util_map.png
13 x 13 tiles, from black (low) to pale yellow (high), 0 to 100% covered.
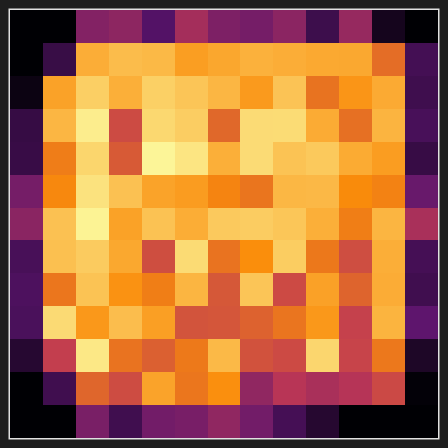
congestion_map.png
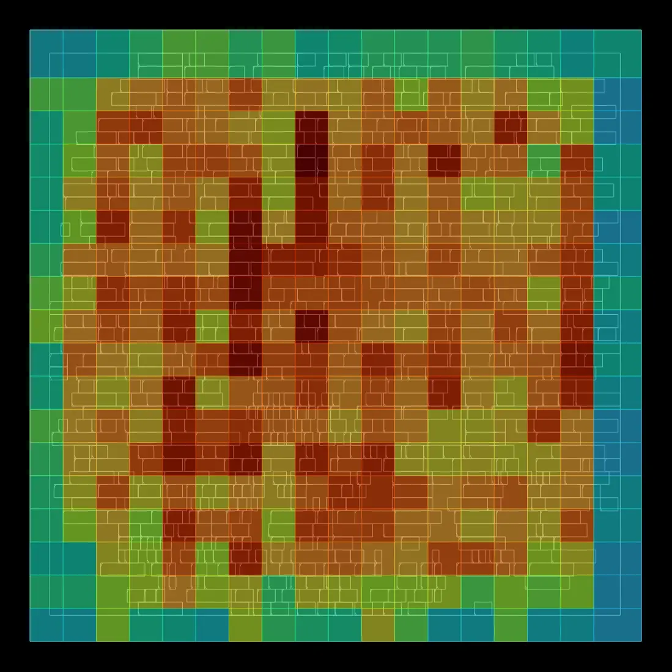
## src/rtl/regfile_sb.sv

```systemverilog
// Parametrised 2R/1W flop register file with write bypass, per-register busy
// scoreboard for issue stalls, and a sequenced bulk-clear sweep.

module regfile_sb_rport #(
    parameter int DATA_W  = 8,
    parameter int ADDR_W  = 4,
    parameter int ZERO_R0 = 0,
    parameter int BYPASS  = 1
) (
    input  logic [ADDR_W-1:0]                    raddr,
    input  logic [(1<<ADDR_W)-1:0][DATA_W-1:0]   regs,
    input  logic [(1<<ADDR_W)-1:0]               busy,
    input  logic                                 wr_qual,
    input  logic [ADDR_W-1:0]                    waddr,
    input  logic [DATA_W-1:0]                    wdata,
    output logic [DATA_W-1:0]                    rdata,
    output logic                                 rbusy
);
    always_comb begin
        rdata = regs[raddr];
        rbusy = busy[raddr];
        if (BYPASS != 0 && wr_qual && waddr == raddr) begin
            rdata = wdata;
            rbusy = 1'b0;
        end
        if (ZERO_R0 != 0 && raddr == '0) begin
            rdata = '0;
            rbusy = 1'b0;
        end
    end
endmodule

module regfile_sb #(
    parameter int DATA_W  = 8,
    parameter int ADDR_W  = 4,
    parameter int ZERO_R0 = 0,
    parameter int BYPASS  = 1
) (
    input  logic              clk,
    input  logic              rst,
    input  logic              wen,
    input  logic [ADDR_W-1:0] waddr,
    input  logic [DATA_W-1:0] wdata,
    input  logic [ADDR_W-1:0] raddr1,
    input  logic [ADDR_W-1:0] raddr2,
    output logic [DATA_W-1:0] rdata1,
    output logic [DATA_W-1:0] rdata2,
    output logic              rbusy1,
    output logic              rbusy2,
    input  logic              rsv_en,
    input  logic [ADDR_W-1:0] rsv_addr,
    output logic              rsv_ok,
    input  logic              clr_req,
    output logic              clr_busy
);
    localparam int DEPTH = 1 << ADDR_W;
    localparam int NPORT = 2;

    typedef enum logic {IDLE, SWEEP} state_t;

    state_t                          state_q, state_d;
    logic [ADDR_W-1:0]               cnt_q, cnt_d;
    logic [DEPTH-1:0][DATA_W-1:0]    regs_q, regs_d;
    logic [DEPTH-1:0]                busy_q, busy_d;

    logic                            wr_qual, r0_rsv, eff_busy, rsv_set;
    logic [NPORT-1:0][ADDR_W-1:0]    raddr;
    logic [NPORT-1:0][DATA_W-1:0]    rdata;
    logic [NPORT-1:0]                rbusy;

    assign clr_busy = (state_q == SWEEP);
    assign wr_qual  = wen && !clr_busy && !(ZERO_R0 != 0 && waddr == '0);

    // A same-cycle writeback frees the register for reservation even without read bypass.
    assign r0_rsv   = (ZERO_R0 != 0) && (rsv_addr == '0);
    assign eff_busy = busy_q[rsv_addr] && !(wr_qual && waddr == rsv_addr);
    assign rsv_ok   = rsv_en && !clr_busy && (r0_rsv || !eff_busy);
    assign rsv_set  = rsv_ok && !r0_rsv;

    assign raddr  = {raddr2, raddr1};
    assign rdata1 = rdata[0];
    assign rdata2 = rdata[1];
    assign rbusy1 = rbusy[0];
    assign rbusy2 = rbusy[1];

    for (genvar p = 0; p < NPORT; p++) begin : g_rport
        regfile_sb_rport #(
            .DATA_W(DATA_W), .ADDR_W(ADDR_W), .ZERO_R0(ZERO_R0), .BYPASS(BYPASS)
        ) u_rport (
            .raddr  (raddr[p]),
            .regs   (regs_q),
            .busy   (busy_q),
            .wr_qual(wr_qual),
            .waddr  (waddr),
            .wdata  (wdata),
            .rdata  (rdata[p]),
            .rbusy  (rbusy[p])
        );
    end

    always_comb begin
        state_d = state_q;
        cnt_d   = cnt_q;
        regs_d  = regs_q;
        busy_d  = busy_q;
        case (state_q)
            IDLE: begin
                if (clr_req) begin
                    state_d = SWEEP;
                    cnt_d   = '0;
                end
            end
            SWEEP: begin
                regs_d[cnt_q] = '0;
                busy_d[cnt_q] = 1'b0;
                cnt_d         = cnt_q + 1'b1;
                if (&cnt_q) state_d = IDLE;
            end
            default: state_d = IDLE;
        endcase
        // Reserve is applied after the write so it wins on a same-address collision.
        if (wr_qual) begin
            regs_d[waddr] = wdata;
            busy_d[waddr] = 1'b0;
        end
        if (rsv_set) busy_d[rsv_addr] = 1'b1;
    end

    always_ff @(posedge clk or posedge rst) begin
        if (rst) begin
            state_q <= IDLE;
            cnt_q   <= '0;
            regs_q  <= '0;
            busy_q  <= '0;
        end else begin
            state_q <= state_d;
            cnt_q   <= cnt_d;
            regs_q  <= regs_d;
            busy_q  <= busy_d;
        end
    end
endmodule

```

## config.mk

```make
export PLATFORM = sky130hd
export DESIGN_NAME = regfile_sb
export DESIGN_NICKNAME = d
export VERILOG_FILES = /design/src/rtl/regfile_sb.sv
export SDC_FILE = /design/constraint.sdc
export NUM_CORES = 1
export LEC_CHECK = 0
export ABC_CLOCK_PERIOD_IN_PS = 6600
export CORE_MARGIN = 4
export CORE_UTILIZATION = 61
export DETAILED_ROUTE_END_ITERATION = 10
export PLACE_DENSITY = 0.81
export SYNTH_ARGS = -nofsm -noshare
export SYNTH_HDL_FRONTEND = slang
export SYNTH_SLANG_ARGS = --single-unit
```

## constraint.sdc

```tcl
create_clock -name clk -period 6.6 [get_ports clk]
set_input_delay 1.32 -clock clk [delete_from_list [all_inputs] [get_ports clk]]
set_output_delay 1.32 -clock clk [all_outputs]
set_load 0.01 [all_outputs]
```

==> results.txt <==
Latest figures from synthesis and place and route.

The run finished with clean final reports. The global route stage reports its total congestion overflow as 0. Among cell families on the critical path, the largest total delay comes from buffers and inverters. The number of nets with antenna violations after detailed routing is 0. The report lists the number of cells resized after CTS as 0. The TritonCTS buffer count is 17. The share of cell area taken by muxes after synthesis is 29.28%. 428 cells are multi-input combinational gates. In the final report, the number of pins over their slew limit comes to 0. The data arrival time of the critical path is 4020 ps. The endpoint of the most critical setup path is rdata2[6]. Clock tree synthesis selected as its root buffer the cell clkbuf_16. Of the total synthesized cell area, the portion taken by full adders, half adders and majority gates is 0.5772%. TritonCTS built the clock tree.

The core utilization at floorplan is 62.47%. In this run the most critical hold path is launched from regs_q[118]$_DFF_PP0_. In the final design, more cell area goes to combinational gates than to any other class.

The detailed router put a total of 9.939 mm of wire on met1. The number of synthesized register bits is approximately 150. Detailed placement finished with a half-perimeter wire length of 16.34 mm. The worst hold margin is 520.4 ps. The number of fill cells is 944. The dominant power group is sequential cells. The final hold violation count recorded for this run is 0. The instance area after placement is ~9200 um2. After clock tree synthesis, the setup repair step added 0 buffers. In this run, the synthesized area fraction spent on xor and xnor cells is recorded as 1.414%. The path with the worst hold slack has its endpoint at regs_q[118]$_DFF_PP0_. The predominant post-synthesis flop cell is dfrtp_1. The number of placement rows is between 40 and 50. The cell count after synthesis is 640.

The worst hold path belongs to the class reg2reg. The number of placed cells counting well taps is 826. In this run the VDD rail shows a maximum IR drop of 0.2464 mV. On the worst setup and hold paths after CTS, the clock-pin slew comes to 60 ps.

The area share of buffers outside the clock network is 6.082%. Before any placement, the netlist area is recorded as 8671 um2. STA puts the critical path data required time at 5280 ps. The dominant kind of combinational cell is multiplexers.

For this floorplan the total number of well-tap instances is 180. Adding up every negative setup slack in the final design gives 0 ps. The worst pin sits at a relative slew slack of 12.70%. The met3 usage in global routing is ~10%. The number of buffers added to fix hold violations after cts is 0. The number of diodes is 0. The fraction of area in multi-input gates is a little under half.

The global placer's final weighted congestion is approximately 0.90.
-- util_map.png (at the start) --
mean over tiles: 60%
fullest tile: 98%
tiles over 75% full: 45%

-- congestion_map.png (at the start) --
Util after Layout: 71.14%
GRT Total Usage: 32.74%
global routing usage on met1: 45.62%

Power figures rest on the tool's default switching activity, not on a simulated workload.
